## config.mk

```make
export PLATFORM = sky130hd
export DESIGN_NAME = stack_ctrl
export DESIGN_NICKNAME = d
export VERILOG_FILES = /design/src/rtl/stack_ctrl.sv
export SDC_FILE = /design/constraint.sdc
export NUM_CORES = 1
export LEC_CHECK = 0
export CAP_MARGIN = 20
export CORE_MARGIN = 5
export CORE_UTILIZATION = 60
export CTS_BUF_LIST = sky130_fd_sc_hd__clkbuf_8
export CTS_CLUSTER_SIZE = 10
export DETAILED_ROUTE_END_ITERATION = 7
export DONT_BUFFER_PORTS = 1
export MAX_ROUTING_LAYER = met4
export PLACE_DENSITY = 0.74
export SLEW_MARGIN = 25
export SYNTH_ARGS = -nofsm -noshare
export SYNTH_HDL_FRONTEND = slang
export SYNTH_SLANG_ARGS = --single-unit
```

## constraint.sdc

```tcl
create_clock -name clk -period 3.1 [get_ports clk]
set_clock_uncertainty 0.1 [all_clocks]
set_input_delay 0.465 -clock clk [delete_from_list [all_inputs] [get_ports clk]]
set_output_delay 0.465 -clock clk [all_outputs]
set_load 0.02 [all_outputs]
```

## src/rtl/stack_ctrl.sv

```systemverilog
// Hardware stack controller sharing the data-memory port with load/store traffic.
// Define STACK_GUARD_EN to block pushes on full / pops on empty and flag them sticky.
module stack_ctrl #(
    parameter int unsigned DW = 16,
    parameter int unsigned AW = 8
) (
    input  logic          clk,
    input  logic          rst,
    input  logic          push,
    input  logic          pop,
    input  logic          memread,
    input  logic          memwrt,
    input  logic [AW-1:0] lsaddr,
    input  logic [DW-1:0] lsdata,
    input  logic [DW-1:0] pushdata,
    input  logic [DW-1:0] mem_rdata,
    output logic [AW-1:0] mem_addr,
    output logic [DW-1:0] mem_wdata,
    output logic          mem_we,
    output logic          mem_re,
    output logic          stall,
    output logic [DW-1:0] popdata,
    output logic          popvalid,
    output logic [AW-1:0] sp,
    output logic          overflow,
    output logic          underflow
);

    typedef enum logic [1:0] {IDLE, PUSH_WR, POP_RD, POP_WB} state_t;

    localparam logic [AW-1:0] SP_EMPTY = '1;
    localparam logic [AW-1:0] SP_FULL  = '0;

    state_t        state, state_nxt;
    logic [AW-1:0] sp_nxt;
    logic [DW-1:0] pushreg;
    logic          latch_en;
    logic          guard_full;
    logic          guard_empty;

    // Guard conditions and sticky error flags
`ifdef STACK_GUARD_EN
    assign guard_full  = (sp == SP_FULL);
    assign guard_empty = (sp == SP_EMPTY);

    always_ff @(posedge clk) begin
        if (rst) begin
            overflow  <= 1'b0;
            underflow <= 1'b0;
        end else if (state == IDLE) begin
            if (push && !pop && guard_full)
                overflow <= 1'b1;
            if (pop && !push && guard_empty)
                underflow <= 1'b1;
        end
    end
`else
    assign guard_full  = 1'b0;
    assign guard_empty = 1'b0;
    assign overflow    = 1'b0;
    assign underflow   = 1'b0;
`endif

    // State, stack pointer and pop result registers
    always_ff @(posedge clk) begin
        if (rst) begin
            state    <= IDLE;
            sp       <= SP_EMPTY;
            popdata  <= '0;
            popvalid <= 1'b0;
            pushreg  <= '0;
        end else begin
            state    <= state_nxt;
            sp       <= sp_nxt;
            popvalid <= (state == POP_WB);
            if (state == POP_WB)
                popdata <= mem_rdata;
            if (latch_en)
                pushreg <= pushdata;
        end
    end

    // Next state and memory-port ownership
    always_comb begin
        state_nxt = state;
        sp_nxt    = sp;
        latch_en  = 1'b0;
        mem_addr  = '0;
        mem_wdata = '0;
        mem_we    = 1'b0;
        mem_re    = 1'b0;
        stall     = 1'b0;
        case (state)
            IDLE: begin
                if (push && !pop) begin
                    if (!guard_full) begin
                        latch_en  = 1'b1;
                        stall     = 1'b1;
                        state_nxt = PUSH_WR;
                    end
                end else if (pop && !push) begin
                    if (!guard_empty) begin
                        stall     = 1'b1;
                        state_nxt = POP_RD;
                    end
                end else if (!push && !pop) begin
                    mem_addr  = lsaddr;
                    mem_wdata = lsdata;
                    mem_we    = memwrt;
                    // a write wins so the port never sees read and write together
                    mem_re    = memread && !memwrt;
                end
            end
            PUSH_WR: begin
                mem_we    = 1'b1;
                mem_addr  = sp;
                mem_wdata = pushreg;
                sp_nxt    = sp - AW'(1);
                state_nxt = IDLE;
            end
            POP_RD: begin
                mem_re    = 1'b1;
                mem_addr  = sp + AW'(1);
                stall     = 1'b1;
                sp_nxt    = sp + AW'(1);
                state_nxt = POP_WB;
            end
            POP_WB: begin
                state_nxt = IDLE;
            end
            default: begin
                state_nxt = IDLE;
            end
        endcase
    end

endmodule

```

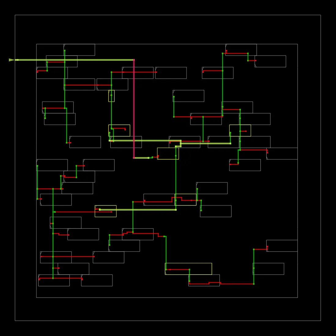
run_1/clocks.png
clock sink count: 43
Latency at later pin: 280 ps
Num CTS Buffers: 5

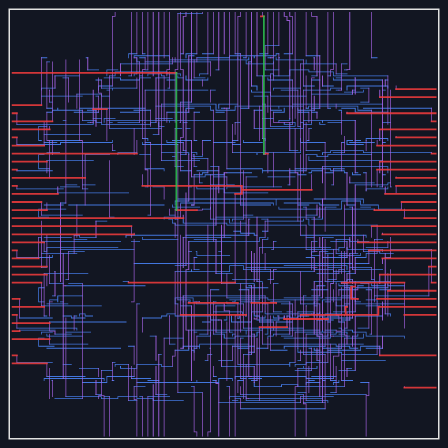
run_1/wires.png
layer	color	wire length
metal 4	green	46.2 um
metal 1	blue	2400 um
metal 2	purple	2530 um
metal 3	red	588 um

==> out/qor.csv, run 1 <==
stage,metric,value,unit
finish,fraction of layout cells with a size suffix above 1,5.95,%
power,P_leak,0.909,nW
run,total of max-cap violations,0,
finish,synth-to-layout area growth,3.73,%
yosys,number of synthesized register bits,43,
global_route,total congestion overflow,0,
drt,vias per cell,6.13,
clock_tree,Post-CTS Setup Inserts,0,
global_route,vias in the first global route,1914,
clock_tree,cts-stage hold buffer count,0,
die,Die ar.,5200,um^2
critical_path,WP buf/inv,2,
yosys,Mapped Cells,283,
clock_tree,TritonCTS clock tree,done,
final_timing,RSZ-0062 raised after global routing,false,
die,die height,72.1,um
yosys,cell area after synthesis,2320,um^2
finish,NumNets Final,340,
clock_tree,H-tree levels,2,
drt,ANT nets after route,0,
global_route,largest net degree at the start of global routing,45,
run_status,run status,"complete, no violations",
final_timing,Period minus WS final,2890,ps
drt,metal3 WL,587,um
yosys,synthesized area per cell,8.19,um^2
die,Core Rows,22,
critical_path,CP startpoint kind,flip-flop,
global_route,met2 GRT Util,32.2,%
drt,router iterations before antenna repair,5,
finish,final instance area,2400,um^2
yosys,Synth area leader,dfxtp_1,
yosys,distinct lib cells,44,
critical_path,crit path cell chain,"inv_1, ha_1, nor4bb_4, buf_4, a22o_1",
finish,diodes inserted,0,
final_timing,fin. max-slew vios,0,
critical_path,arrival time worst endpoint,2320,ps
placed_design,Final HPWL DP,4030,um
die,FP Core Util,62.8,%
drt,met2 wire length,2530,um
final_timing,setup_tns,0,ps
die,Core Area,3690,um^2
yosys,YS chip area,2320,um^2
clock_tree,Max clock buf depth,2,
global_route,grt peak-use layer,met2,
yosys,ao+oa area frac,21.9,%
critical_path,family with the most delay on the worst path,simple AND/OR/NAND/NOR gates,
drt,via count,1942,
power,VDD IR max,365,uV
drt,number of remaining DRC errors,0,
global_route,Tot GR Track Use,21.5,%
yosys,top post-synthesis cells by count,"nand2_1, dfxtp_1, nor2_1",
global_route,met1 GRT Util,27.3,%
global_route,antenna violations before repair,0,
critical_path,CP peak stage delay,640,ps
placed_design,Post-DP Area,2300,um^2
yosys,adder share,4.86,%
yosys,Post-synth EDFFs,0,
die,die width,72.1,um
yosys,"area share, top type",37.1,%
critical_path,kind of end point of the critical path,output pin,
run,Tool Warnings,32,
finish,final core occ,65.2,%
yosys,sequential element share of the synthesized area,37.1,%
yosys,"count leader, synth",nand2_1,
yosys,Synth Warn #,0,
drt,M1 wire length,2400,um
yosys,largest family of logic cells by area,AND-OR/OR-AND gates,
final_timing,final hold slack,141,ps
final_timing,FMAX,347,MHz
power,power per cell area,774,nW/um^2
clock_tree,Worst-path clk slew,80,ps
drt,wire length per cell,17.5,um
placed_design,PortBufs,0,
final_timing,cycle use final,93.1,%
yosys,Synth mux share,7.78,%
yosys,ranking of synthesized cells by area,"dfxtp_1, mux2i_1, nand2_1",
final_timing,Slew @ Worst Pin,750,ps
critical_path,Critical Path RT,2530,ps
critical_path,CP Max Fanout,16,
finish,Layout fillers,337,
clock_tree,cts repair resizes,0,
placed_design,GP Congestion,0.855,
yosys,yosys simple share,19.0,%
yosys,"FFs w/ async S/R, synth",0,%
yosys,# Cells Yosys,283,
critical_path,Crit Path Class,reg -> out,
critical_path,worst-path cell with the longest stage delay,nor4bb_4,
drt,Highest Signal Layer,met4,
global_route,global routing usage on met3,8.03,%
die,top-level port count,116,
min_path,min-delay worst type,in -> reg,
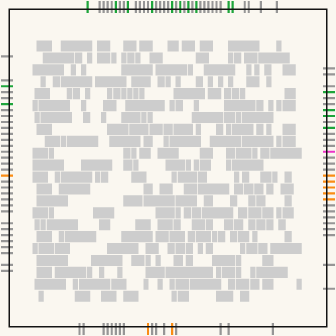
run_1/io_placement.png
Pins as bars across the die edge, other pins in gray.
port	color	pins	direction	edge
memread	magenta	1	input	east
pushdata	green	16	input	10 north, 4 east, 2 west
mem_addr	orange	8	output	5 east, 2 south, 1 west

run 1: placed cells by master (no fill, tap or decap), drive strengths merged, types with 2 or more instances in the layout:
cell type,synthesis,final
nand2,44,44
dfxtp,43,43
nor2,27,27
a21oi,25,25
mux2i,18,18
a22o,16,16
inv,8,9
o21ai,9,9
ha,9,9
a31oi,7,7
nand2b,6,6
buf,11,6
clkbuf,17,5
nand3,4,4
xnor2,3,3
nor2b,3,3
or4,3,3
nand4,2,2
a222oi,2,2
and2,2,2
o31a,2,2
a22oi,2,2
a21o,2,2
xor2,2,2
o211ai,2,2
conb,1,2
run 1: flip-flops by register name (all words and copies together) (netlist names):
register / flops
state: 2
sp: 8
pushreg: 16
popdata: 16
popvalid: 1
run 1: area by class of cell:
cell class	instances	area, um^2	area share (%)
Multi-Input combinational cell	205	1310	54.3
Sequential cell	43	861	35.8
Clock buffer	5	68.8	2.86
Tap cell	48	60.1	2.50
Timing Repair Buffer	6	45.0	1.87
Clock inverter	2	33.8	1.41
Inverter	8	30.0	1.25
run 1: metrics by stage:
stage                     total power [mW]  cells  setup slack (ps)
after floorplan                       1.36    284               677
after global placement                1.45    310               562
after detailed placement              1.46    310               480
after CTS                             1.87    317               202
after global routing                  1.97    317              18.1
final                                 1.86    317               214
run 1: final timing paths:
path / start / endpoint / slack [ps] / cells past startpoint
setup / recovery: state[0] / mem_wdata[6] / 210 / 5
hold / removal: rst / state[1] / 140 / 1
setup reg to reg: state[0] / sp[5] / 1040 / 7
hold reg to reg: pushreg[10] / pushreg[10] / 350 / 2
run 1: where the power goes:
| part | leakage (nW) | switching [mW] | internal [mW] |
|---|---|---|---|
| sequential | 0.350 | 0.139 | 0.612 |
| combinational | 0.504 | 0.442 | 0.258 |
| clock | 0.0554 | 0.175 | 0.233 |
run_1/logic_types.png
Scale bar: 20 um.
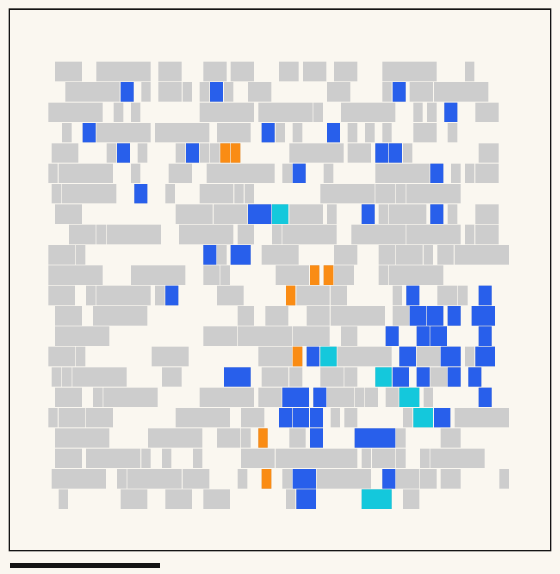

## Run 2: what changed since run 1
Settings changed: ABC_AREA set to 1, CTS_CLUSTER_DIAMETER set to 50, PLACE_DENSITY 0.74 to 0.78.
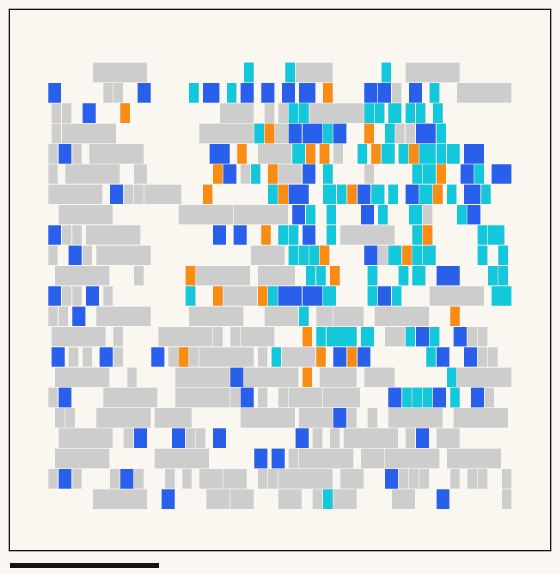
run_2/logic_types.png
Scale bar: 20 um.
family	color	cells	most used
aoi and oai cells	blue	71	o21ai_0
nand cells	cyan	84	nand2_1
inv cells	orange	30	inv_1
non-filler cells, final: 385
most frequent logic cell in the layout: nor2_1
Comb/total area: 52.5%

==> run 2 against run 1 <==
Global-route usage increased by 3.0 points. Hold slack got worse by 12 ps. Critical endpoint is now mem_addr[5]. Die size increased by 0.37%. Largest cell class unchanged. Sequential cell count unchanged. Register-to-register slack got worse by 230 ps. Critical path type unchanged.
==> out/qor.csv, run 2 <==
stage,metric,value,unit,change
critical_path,"reg-to-reg slack, setup",810,ps,was 1040 ps
run,total of max-cap violations,0,,unchanged
die,FP Core Util,62.6,%,was 62.8%
critical_path,worst-path cell with the longest stage delay,a21oi_1,,was nor4bb_4
final_timing,fin. max-slew vios,0,,unchanged
clock_tree,Max clock buf depth,2,,unchanged
finish,comb. cell area,1260,um^2,was 1310 um^2
yosys,cell area after synthesis,2330,um^2,was 2320 um^2
global_route,vias in the first global route,2202,,was 1914
placed_design,PortBufs,0,,unchanged
final_timing,FMAX,359,MHz,was 347 MHz
global_route,Tot GR Track Use,24.5,%,was 21.5%
clock_tree,TritonCTS clock tree,done,,unchanged
finish,Regs by FF count,"popdata (16), pushreg (16), sp (8)",,unchanged
finish,Register Area,861,um^2,unchanged
yosys,"count leader, synth",nor2_1,,was nand2_1
drt,vias per cell,5.76,,was 6.13
yosys,Mapped Cells,346,,was 283
finish,final instance area,2390,um^2,was 2400 um^2
critical_path,CP dominant cell by count,nor2_4,,
critical_path,Critical Path RT,2530,ps,about the same
yosys,synthesized area per cell,6.73,um^2,was 8.19 um^2
clock_tree,Clk Tree Root Cell,clkbuf_8,,unchanged
power,logic gate share of total power,25.0,%,was 37.7%
global_route,largest net degree at the start of global routing,37,,was 45
clock_tree,H-tree levels,2,,unchanged
final_timing,Period minus WS final,2790,ps,was 2890 ps
yosys,Post-synth EDFFs,0,,unchanged
drt,router iterations before antenna repair,4,,was 5
yosys,ranking of synthesized cells by area,"dfxtp_1, nor2_1, nand2_1",,"was dfxtp_1, mux2i_1, nand2_1"
clock_tree,cts-stage hold buffer count,0,,unchanged
critical_path,crit path from,state[0],,unchanged
drt,ANT nets after route,0,,unchanged
placed_design,dpl ws,573,ps,was 480 ps
clock_tree,Worst-path clk slew,80,ps,about the same
run,Tool Warnings,32,,unchanged
yosys,distinct lib cells,30,,was 44
final_timing,worst setup margin,314,ps,was 214 ps
critical_path,CP Capture Point,mem_addr[5],,was mem_wdata[6]
yosys,# Cells Yosys,346,,was 283
power,Reg power frac,47.3,%,was 40.4%
final_timing,final hold slack,129,ps,was 141 ps
final_timing,Slew @ Worst Pin,889,ps,was 750 ps
power,internal power,0.874,mW,was 1.10 mW
critical_path,r2r endpoint,popdata[12],,was sp[5]
clock_tree,cts repair resizes,0,,unchanged
finish,final core occ,64.4,%,was 65.2%
global_route,global-route wire length before repair,9860,um,was 8880 um
critical_path,crit path cell chain,"inv_1, ha_1, inv_2, nor2_4, nand2_4, nor2_4, a21boi_0, a21oi_1",,"was inv_1, ha_1, nor4bb_4, buf_4, a22o_1"
final_timing,cycle use final,89.9,%,was 93.1%
placed_design,Final HPWL DP,4290,um,was 4030 um
drt,number of remaining DRC errors,0,,unchanged
clock_tree,Post-CTS Setup Inserts,0,,unchanged
yosys,"FFs w/ async S/R, synth",0,%,unchanged
final_timing,"Hold Vio Cnt, Final",0,,unchanged
drt,wire length per cell,15.6,um,was 17.5 um
placed_design,GP Congestion,0.837,,was 0.855
yosys,sequential element share of the synthesized area,37.0,%,was 37.1%
finish,fraction of layout cells with a size suffix above 1,5.04,%,was 5.95%
power,P_leak,1.11,nW,was 0.909 nW
critical_path,arrival time worst endpoint,2220,ps,was 2320 ps
placed_design,dpl cells,377,,was 310
finish,NumNets Final,407,,was 340
power,total power,1.38,mW,was 1.86 mW
critical_path,Reg-to-Reg Start,state[0],,unchanged
drt,WL final,5990,um,was 5560 um
die,die width,72.3,um,was 72.1 um
final_timing,Final setup viols,0,,unchanged
critical_path,WP buf/inv,2,,unchanged
min_path,min-delay worst type,in -> reg,,unchanged
die,Core Area,3720,um^2,was 3690 um^2
critical_path,family with the most delay on the worst path,AND-OR/OR-AND gates,,was simple AND/OR/NAND/NOR gates
final_timing,max_slew headroom,40.7,%,was 50.0%
clock_tree,clock sink count,43,,unchanged
die,Die ar.,5220,um^2,was 5200 um^2
critical_path,cells on worst reg2reg path,4,,was 7
yosys,Post-synth top flop,dfxtp_1,,unchanged
power,Sw Share,36.6,%,was 40.7%
global_route,antenna violations before repair,0,,unchanged
critical_path,CP startpoint kind,flip-flop,,unchanged
die,Core Rows,22,,unchanged
yosys,Synth area leader,dfxtp_1,,unchanged
critical_path,CP Depth,8,,was 5
global_route,total congestion overflow,0,,unchanged
finish,diodes inserted,0,,unchanged
critical_path,CP peak stage delay,420,ps,was 640 ps
critical_path,Crit Path Class,reg -> out,,unchanged
yosys,Synth Warn #,0,,unchanged
power,power per cell area,576,nW/um^2,was 774 nW/um^2
finish,Layout fillers,351,,was 337
yosys,"area share, top type",37.0,%,was 37.1%
yosys,number of synthesized register bits,43,,unchanged
final_timing,setup_tns,0,ps,unchanged
power,VDD IR max,399,uV,was 365 uV
placed_design,Post-DP Area,2300,um^2,about the same
run_status,run status,"complete, no violations",,unchanged
finish,Top cells excl fill/tap,"nor2_1, nand2_1, o21ai_0",,"was nand2_1, dfxtp_1, nor2_1"
power,Sw Pwr,0.504,mW,was 0.756 mW
die,top-level port count,116,,unchanged
yosys,top post-synthesis cells by count,"nor2_1, nand2_1, o21ai_0",,"was nand2_1, dfxtp_1, nor2_1"
drt,DR iter-0 viols,140,,was 188
critical_path,kind of end point of the critical path,output pin,,unchanged
power,share of power burned in the clock network,27.7,%,was 22.0%
critical_path,CP Max Fanout,20,,was 16
clock_tree,Num CTS Buffers,5,,unchanged
finish,synth-to-layout area growth,2.85,%,was 3.73%
die,die height,72.3,um,was 72.1 um
yosys,YS chip area,2330,um^2,was 2320 um^2
final_timing,RSZ-0062 raised after global routing,false,,unchanged
drt,via count,2219,,was 1942
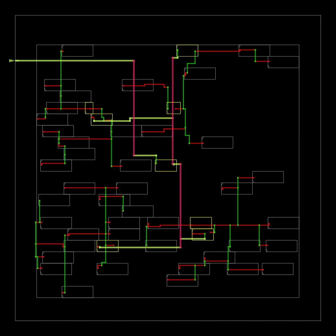
run_2/clocks.png
Clock group: 0.381 mW
CLK BUF: 6
Latency at later pin: 300 ps
Seq Cell Count: 43

## run 2: cell count changes in the layout (fill, tap and decap cells not counted), moves of 4 or more
cell / delta
a21oi_1: -13
a22o_1: -6
a31oi_1: -4
buf_4: -5
inv_1: +18
mux2i_1: -18
nand2_1: +22
nand2b_1: -6
nand3_1: +10
nor2_1: +48
o21ai_0: +37
## run 2: worst min-delay path by stage
stage / to / slack, ps / depth (start not counted) / from
after global routing: popvalid / 120 / 1 / rst
after detailed placement: pushreg[2] / 380 / 2 / pushreg[2]
after floorplan: pushreg[13] / 350 / 2 / pushreg[13]
after global placement: pushreg[12] / 370 / 2 / pushreg[12]
after CTS: popvalid / 120 / 1 / rst
final: popvalid / 130 / 1 / rst
## run 2: kinds of logic after synthesis
family,count (synthesis),share of synthesized area [%]
compound gates,81,20.3
fa+ha+maj,9,4.84
buf+inv,49,9.19
flops,43,37.0
other cells,1,0.161
simple gates,163,28.5
## run 2: cell type report
class | instances | share of cell area [%]
inverters | 30 | 4.70
repair buffers | 1 | 0.314
flip-flops and latches | 43 | 36.0
clock inverters | 2 | 0.575
well taps | 48 | 2.51
multi-input cells | 255 | 52.5
clock buffers | 6 | 3.45
## run 2: routing by layer
layer / vias to the layer above / share of wire (%) / track usage (%)
met3: 16 / 11 / 7.76
met5: - / 0 / -
li1: 1101 / - / -
met4: 0 / 2.7 / 10.2
met2: 103 / 46 / 37.9
met1: 999 / 40 / 29.3
## run 2: power groups by stage
stage               Sequential, mW  Clock [mW]  Combinational (mW)
detailed placement           0.665           0               0.344
global route                 0.658       0.412               0.397
finish                       0.652       0.381               0.345
floorplan                    0.652           0               0.303
CTS                          0.652       0.390               0.346
global placement             0.664           0               0.335
No activity file was given, so power comes from the tool's default toggle rates.
